**Met4 routing**

The bar under the picture is 100 µm long. Supply wires on this layer in grey. Cells faint in the background.
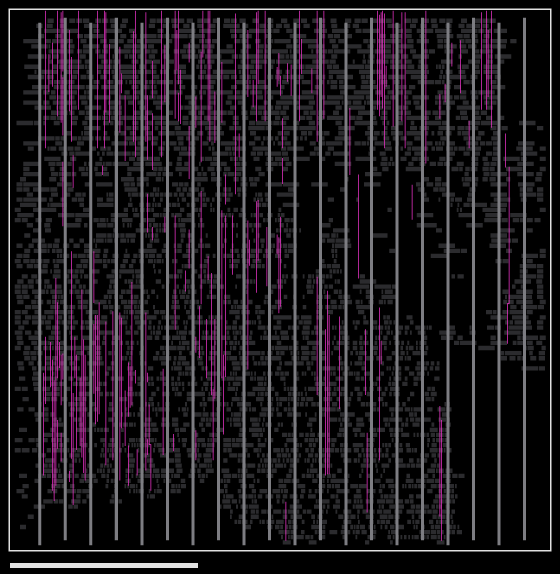
**Met1 routing**

Supply wires on this layer in grey.
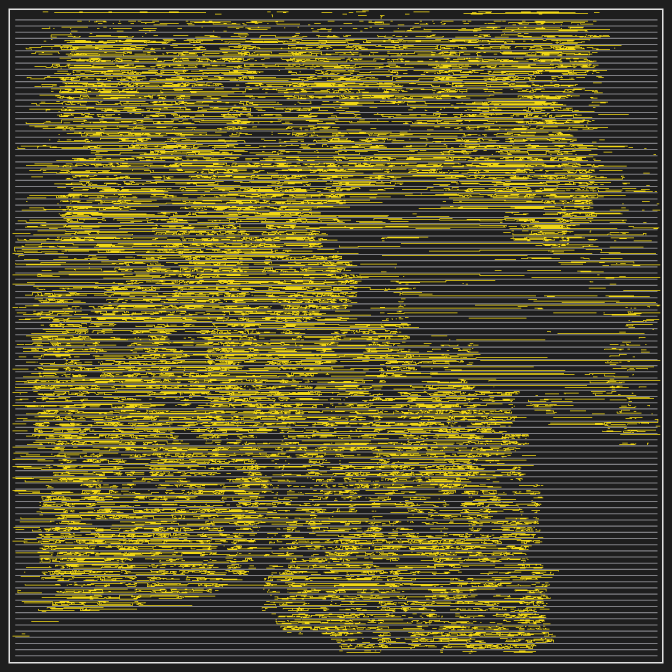
**Routing congestion map**

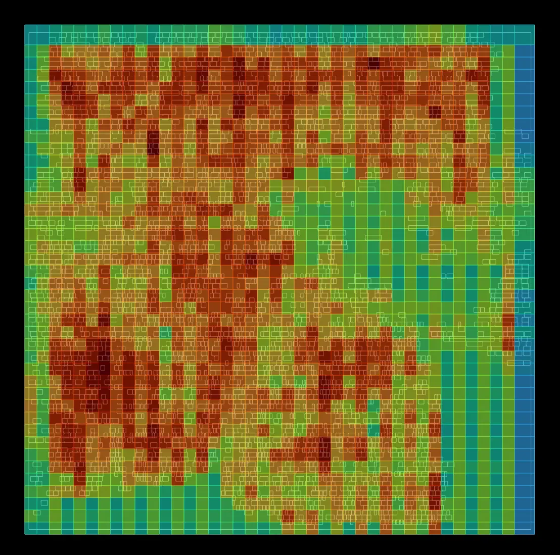
$ cat src/rtl/prf_read_arbiter_pkg.sv
// Shared constants and helpers for the PRF read-port arbiter.
// Lane numbering follows the issue-lane order ALU, LS, BR.
package prf_read_arbiter_pkg;

    localparam int NUM_ISSUE_LANES = 3;
    localparam int LANE_ALU = 0;
    localparam int LANE_LS = 1;
    localparam int LANE_BR = 2;

    localparam int PORT_IDX_W = 3;

    typedef logic [1:0] lane_idx_t;

    function automatic lane_idx_t lane_wrap(input int v);
        return lane_idx_t'(v % NUM_ISSUE_LANES);
    endfunction

endpackage

$ cat src/rtl/prf_read_arbiter_if.sv
// Request/grant, PRF read-port and operand-response bundle.
// master: issue lanes + PRF array; slave: the arbiter.
interface prf_read_arbiter_if #(
    parameter int PHY_WIDTH = 6,
    parameter int DATA_WIDTH = 32,
    parameter int ROB_WIDTH = 5,
    parameter int NUM_RD_PORTS = 4
) ();
    import prf_read_arbiter_pkg::*;

    logic [NUM_ISSUE_LANES-1:0] req_valid;
    logic [NUM_ISSUE_LANES-1:0] req_use_rs1;
    logic [NUM_ISSUE_LANES-1:0] req_use_rs2;
    logic [NUM_ISSUE_LANES*PHY_WIDTH-1:0] req_rs1;
    logic [NUM_ISSUE_LANES*PHY_WIDTH-1:0] req_rs2;
    logic [NUM_ISSUE_LANES*ROB_WIDTH-1:0] req_tag;
    logic [NUM_ISSUE_LANES-1:0] req_ready;

    logic [NUM_RD_PORTS-1:0] prf_ren;
    logic [NUM_RD_PORTS*PHY_WIDTH-1:0] prf_raddr;
    logic [NUM_RD_PORTS*DATA_WIDTH-1:0] prf_rdata;

    logic [NUM_ISSUE_LANES-1:0] rsp_valid;
    logic [NUM_ISSUE_LANES*DATA_WIDTH-1:0] rsp_rs1_data;
    logic [NUM_ISSUE_LANES*DATA_WIDTH-1:0] rsp_rs2_data;
    logic [NUM_ISSUE_LANES*ROB_WIDTH-1:0] rsp_tag;

    modport master (
        output req_valid, req_use_rs1, req_use_rs2,
        output req_rs1, req_rs2, req_tag, prf_rdata,
        input req_ready, prf_ren, prf_raddr,
        input rsp_valid, rsp_rs1_data, rsp_rs2_data, rsp_tag
    );

    modport slave (
        input req_valid, req_use_rs1, req_use_rs2,
        input req_rs1, req_rs2, req_tag, prf_rdata,
        output req_ready, prf_ren, prf_raddr,
        output rsp_valid, rsp_rs1_data, rsp_rs2_data, rsp_tag
    );

endinterface

$ cat src/rtl/prf_read_arbiter_alloc.sv
// Combinational priority walk: starved lanes first, then the rest,
// each group in round-robin order; ports filled lowest index first.
module prf_port_alloc
    import prf_read_arbiter_pkg::*;
#(
    parameter int PHY_WIDTH = 6,
    parameter int NUM_RD_PORTS = 4
) (
    input  logic [1:0] rr_ptr,
    input  logic [NUM_ISSUE_LANES-1:0] valid,
    input  logic [NUM_ISSUE_LANES-1:0] starved,
    input  logic [NUM_ISSUE_LANES-1:0] use_rs1,
    input  logic [NUM_ISSUE_LANES-1:0] use_rs2,
    input  logic [NUM_ISSUE_LANES-1:0][PHY_WIDTH-1:0] rs1,
    input  logic [NUM_ISSUE_LANES-1:0][PHY_WIDTH-1:0] rs2,
    output logic [NUM_ISSUE_LANES-1:0] grant,
    output lane_idx_t top_lane,
    output logic [NUM_RD_PORTS-1:0] ren,
    output logic [NUM_RD_PORTS-1:0][PHY_WIDTH-1:0] raddr,
    output logic [NUM_ISSUE_LANES-1:0][PORT_IDX_W-1:0] rs1_port,
    output logic [NUM_ISSUE_LANES-1:0][PORT_IDX_W-1:0] rs2_port
);

    always_comb begin
        int free;
        int nxt;
        int need;
        lane_idx_t lane;
        logic shared;
        logic found;
        grant = '0;
        top_lane = '0;
        ren = '0;
        raddr = '0;
        rs1_port = '0;
        rs2_port = '0;
        free = NUM_RD_PORTS;
        nxt = 0;
        need = 0;
        lane = '0;
        shared = 1'b0;
        found = 1'b0;
        for (int pass = 0; pass < 2; pass++) begin
            for (int k = 0; k < NUM_ISSUE_LANES; k++) begin
                lane = lane_wrap(int'(rr_ptr) + k);
                if (valid[lane] && (starved[lane] == (pass == 0))) begin
                    // Identical sources share one port.
                    shared = use_rs1[lane] && use_rs2[lane] &&
                             (rs1[lane] == rs2[lane]);
                    need = int'(use_rs1[lane]) + int'(use_rs2[lane])
                         - int'(shared);
                    if (need <= free) begin
                        grant[lane] = 1'b1;
                        if (!found) begin
                            found = 1'b1;
                            top_lane = lane;
                        end
                        if (use_rs1[lane]) begin
                            for (int p = 0; p < NUM_RD_PORTS; p++) begin
                                if (p == nxt) begin
                                    ren[p] = 1'b1;
                                    raddr[p] = rs1[lane];
                                end
                            end
                            rs1_port[lane] = PORT_IDX_W'(nxt);
                            nxt = nxt + 1;
                        end
                        if (use_rs2[lane]) begin
                            if (shared) begin
                                rs2_port[lane] = rs1_port[lane];
                            end else begin
                                for (int p = 0; p < NUM_RD_PORTS; p++) begin
                                    if (p == nxt) begin
                                        ren[p] = 1'b1;
                                        raddr[p] = rs2[lane];
                                    end
                                end
                                rs2_port[lane] = PORT_IDX_W'(nxt);
                                nxt = nxt + 1;
                            end
                        end
                        free = free - need;
                    end
                end
            end
        end
    end

endmodule

$ cat src/rtl/prf_read_arbiter.sv
// Shares PRF read ports among the ALU/LS/BR issue lanes with
// round-robin + starvation priority and one-cycle operand return.
module prf_read_arbiter
    import prf_read_arbiter_pkg::*;
#(
    parameter int PHY_WIDTH = 6,
    parameter int DATA_WIDTH = 32,
    parameter int ROB_WIDTH = 5,
    parameter int NUM_RD_PORTS = 4,
    parameter int STARVE_LIMIT = 3
) (
    input logic clk,
    input logic rst,
    input logic flush,
    prf_read_arbiter_if.slave bus
);

    localparam int AGE_W = $clog2(STARVE_LIMIT + 1);
    localparam int NL = NUM_ISSUE_LANES;

    typedef struct packed {
        logic use_rs1;
        logic use_rs2;
        logic [PHY_WIDTH-1:0] rs1;
        logic [PHY_WIDTH-1:0] rs2;
        logic [ROB_WIDTH-1:0] tag;
    } prf_rd_req_t;

    prf_rd_req_t req [NL];
    logic [NL-1:0][PHY_WIDTH-1:0] rs1_v;
    logic [NL-1:0][PHY_WIDTH-1:0] rs2_v;

    logic [1:0] rr_ptr;
    logic [NL-1:0][AGE_W-1:0] age;
    logic [NL-1:0] starved;
    logic [NL-1:0] act_valid;
    logic [NL-1:0] grant;
    lane_idx_t top_lane;
    logic [NUM_RD_PORTS-1:0] ren;
    logic [NUM_RD_PORTS-1:0][PHY_WIDTH-1:0] raddr;
    logic [NL-1:0][PORT_IDX_W-1:0] rs1_port;
    logic [NL-1:0][PORT_IDX_W-1:0] rs2_port;

    logic [NL-1:0][DATA_WIDTH-1:0] d1;
    logic [NL-1:0][DATA_WIDTH-1:0] d2;

    logic [NL-1:0] rsp_valid_q;
    logic [NL-1:0][DATA_WIDTH-1:0] rsp1_q;
    logic [NL-1:0][DATA_WIDTH-1:0] rsp2_q;
    logic [NL-1:0][ROB_WIDTH-1:0] tag_q;

    always_comb begin
        for (int i = 0; i < NL; i++) begin
            req[i].use_rs1 = bus.req_use_rs1[i];
            req[i].use_rs2 = bus.req_use_rs2[i];
            req[i].rs1 = bus.req_rs1[i*PHY_WIDTH +: PHY_WIDTH];
            req[i].rs2 = bus.req_rs2[i*PHY_WIDTH +: PHY_WIDTH];
            req[i].tag = bus.req_tag[i*ROB_WIDTH +: ROB_WIDTH];
            rs1_v[i] = req[i].rs1;
            rs2_v[i] = req[i].rs2;
            starved[i] = (age[i] == AGE_W'(STARVE_LIMIT));
        end
    end

    // Nothing is granted while reset or flush is active.
    assign act_valid = bus.req_valid & ~{NL{flush | rst}};

    prf_port_alloc #(
        .PHY_WIDTH(PHY_WIDTH),
        .NUM_RD_PORTS(NUM_RD_PORTS)
    ) u_alloc (
        .rr_ptr(rr_ptr),
        .valid(act_valid),
        .starved(starved),
        .use_rs1(bus.req_use_rs1),
        .use_rs2(bus.req_use_rs2),
        .rs1(rs1_v),
        .rs2(rs2_v),
        .grant(grant),
        .top_lane(top_lane),
        .ren(ren),
        .raddr(raddr),
        .rs1_port(rs1_port),
        .rs2_port(rs2_port)
    );

    always_comb begin
        d1 = '0;
        d2 = '0;
        for (int i = 0; i < NL; i++) begin
            for (int p = 0; p < NUM_RD_PORTS; p++) begin
                if (req[i].use_rs1 && rs1_port[i] == PORT_IDX_W'(p))
                    d1[i] = bus.prf_rdata[p*DATA_WIDTH +: DATA_WIDTH];
                if (req[i].use_rs2 && rs2_port[i] == PORT_IDX_W'(p))
                    d2[i] = bus.prf_rdata[p*DATA_WIDTH +: DATA_WIDTH];
            end
        end
    end

    always_ff @(posedge clk or posedge rst) begin
        if (rst) begin
            rr_ptr <= '0;
            age <= '0;
            rsp_valid_q <= '0;
            rsp1_q <= '0;
            rsp2_q <= '0;
            tag_q <= '0;
        end else begin
            for (int i = 0; i < NL; i++) begin
                rsp_valid_q[i] <= grant[i];
                rsp1_q[i] <= grant[i] ? d1[i] : '0;
                rsp2_q[i] <= grant[i] ? d2[i] : '0;
                tag_q[i] <= grant[i] ? req[i].tag : '0;
                if (flush || !bus.req_valid[i] || grant[i])
                    age[i] <= '0;
                else if (!starved[i])
                    age[i] <= age[i] + AGE_W'(1);
            end
            if (|grant)
                rr_ptr <= lane_wrap(int'(top_lane) + 1);
        end
    end

    assign bus.req_ready = grant;
    assign bus.prf_ren = ren;
    assign bus.prf_raddr = raddr;
    assign bus.rsp_valid = rsp_valid_q & ~{NL{flush}};
    assign bus.rsp_rs1_data = rsp1_q;
    assign bus.rsp_rs2_data = rsp2_q;
    assign bus.rsp_tag = tag_q;

endmodule

$ cat src/flat_wrapper.sv
// flat-port wrapper written by rule: the top's interface ports become plain ports
module prf_read_arbiter_flat import prf_read_arbiter_pkg::*;
#(
    parameter int PHY_WIDTH = 6,
    parameter int DATA_WIDTH = 32,
    parameter int ROB_WIDTH = 5,
    parameter int NUM_RD_PORTS = 4,
    parameter int STARVE_LIMIT = 3
)
  (clk, rst, flush, bus_req_valid, bus_req_use_rs1, bus_req_use_rs2, bus_req_rs1, bus_req_rs2, bus_req_tag, bus_prf_rdata, bus_req_ready, bus_prf_ren, bus_prf_raddr, bus_rsp_valid, bus_rsp_rs1_data, bus_rsp_rs2_data, bus_rsp_tag);
  prf_read_arbiter_if #(.PHY_WIDTH(PHY_WIDTH), .DATA_WIDTH(DATA_WIDTH), .ROB_WIDTH(ROB_WIDTH), .NUM_RD_PORTS(NUM_RD_PORTS)) bus_i ();
  input logic clk;
  input logic rst;
  input logic flush;
  input wire logic [$bits(bus_i.req_valid)-1:0] bus_req_valid;
  input wire logic [$bits(bus_i.req_use_rs1)-1:0] bus_req_use_rs1;
  input wire logic [$bits(bus_i.req_use_rs2)-1:0] bus_req_use_rs2;
  input wire logic [$bits(bus_i.req_rs1)-1:0] bus_req_rs1;
  input wire logic [$bits(bus_i.req_rs2)-1:0] bus_req_rs2;
  input wire logic [$bits(bus_i.req_tag)-1:0] bus_req_tag;
  input wire logic [$bits(bus_i.prf_rdata)-1:0] bus_prf_rdata;
  output wire logic [$bits(bus_i.req_ready)-1:0] bus_req_ready;
  output wire logic [$bits(bus_i.prf_ren)-1:0] bus_prf_ren;
  output wire logic [$bits(bus_i.prf_raddr)-1:0] bus_prf_raddr;
  output wire logic [$bits(bus_i.rsp_valid)-1:0] bus_rsp_valid;
  output wire logic [$bits(bus_i.rsp_rs1_data)-1:0] bus_rsp_rs1_data;
  output wire logic [$bits(bus_i.rsp_rs2_data)-1:0] bus_rsp_rs2_data;
  output wire logic [$bits(bus_i.rsp_tag)-1:0] bus_rsp_tag;
  assign bus_i.req_valid = bus_req_valid;
  assign bus_i.req_use_rs1 = bus_req_use_rs1;
  assign bus_i.req_use_rs2 = bus_req_use_rs2;
  assign bus_i.req_rs1 = bus_req_rs1;
  assign bus_i.req_rs2 = bus_req_rs2;
  assign bus_i.req_tag = bus_req_tag;
  assign bus_i.prf_rdata = bus_prf_rdata;
  assign bus_req_ready = bus_i.req_ready;
  assign bus_prf_ren = bus_i.prf_ren;
  assign bus_prf_raddr = bus_i.prf_raddr;
  assign bus_rsp_valid = bus_i.rsp_valid;
  assign bus_rsp_rs1_data = bus_i.rsp_rs1_data;
  assign bus_rsp_rs2_data = bus_i.rsp_rs2_data;
  assign bus_rsp_tag = bus_i.rsp_tag;
  prf_read_arbiter #(.PHY_WIDTH(PHY_WIDTH), .DATA_WIDTH(DATA_WIDTH), .ROB_WIDTH(ROB_WIDTH), .NUM_RD_PORTS(NUM_RD_PORTS), .STARVE_LIMIT(STARVE_LIMIT)) u_core (.clk(clk), .rst(rst), .flush(flush), .bus(bus_i));
endmodule
$ cat config.mk
export PLATFORM = sky130hd
export DESIGN_NAME = prf_read_arbiter_flat
export DESIGN_NICKNAME = d
export VERILOG_FILES = /design/src/rtl/prf_read_arbiter_pkg.sv /design/src/rtl/prf_read_arbiter_if.sv /design/src/rtl/prf_read_arbiter_alloc.sv /design/src/rtl/prf_read_arbiter.sv /design/src/flat_wrapper.sv
export SDC_FILE = /design/constraint.sdc
export NUM_CORES = 1
export LEC_CHECK = 0
export CAP_MARGIN = 20
export CORE_MARGIN = 2
export CORE_UTILIZATION = 35
export DETAILED_ROUTE_END_ITERATION = 8
export SYNTH_ARGS = -nofsm -noshare
export SYNTH_HDL_FRONTEND = slang
export SYNTH_SLANG_ARGS = --single-unit
$ cat constraint.sdc
create_clock -name clk -period 30.4 [get_ports clk]
set_input_delay 6.08 -clock clk [delete_from_list [all_inputs] [get_ports clk]]
set_output_delay 6.08 -clock clk [all_outputs]
set_load 0.02 [all_outputs]
==> flow_summary.json <==
{
  "status": "completed",
  "cts_setup_buffers": 0,
  "first_pass_iters": 7,
  "synthAoiAreaFrac_pct": 28.5,
  "antenna_found_initial": 17,
  "hp-class": "reg2reg",
  "p_clk_uw": 327,
  "initial_core_util_pct": 35.4,
  "wl_met3_um": 10800,
  "top_cells_by_count": "mux2i_1 (315), nand2_1 (261), nor2_1 (219)",
  "finalWirelength_um": 133000,
  "finalMaxSlewViolations": 0,
  "buf_share_pct": 15.6,
  "internal-power_mw": 1.15,
  "hold_path_end": "u_core.age[5]",
  "syn-cell-area_um2": 28100,
  "fillerInstances": 7982,
  "rsz0062_at_grt": "true",
  "irDropWorstVdd_mv": 0.0616,
  "setup_viol_count_final": 0,
  "syn-instance-count": 3433,
  "power_mw": 2.42,
  "hold_ws_ps": 529,
  "arrival_ps": 23210,
  "root_buffer": "clkbuf_16",
  "syn_avg_cell_area_um2": 8.18,
  "clock_area_share_pct": 2.50,
  "synth-edff-count": 0,
  "coreArea_um2": 79300
}
-- 'met4 routing' (at the start) --
wire length on this layer: 6960 µm
nets with wire on the layer: 138
main direction: vertical
share of all routed wire: 5.2%
longest straight run: 110 µm

-- 'met1 routing' (at the start) --
main direction: horizontal
nets with wire on the layer: 3819

-- 'routing congestion map' (at the start) --
global-route usage over all layers: 30.3%
busiest grt layer: met2
M3 GR Usage: 4.52%

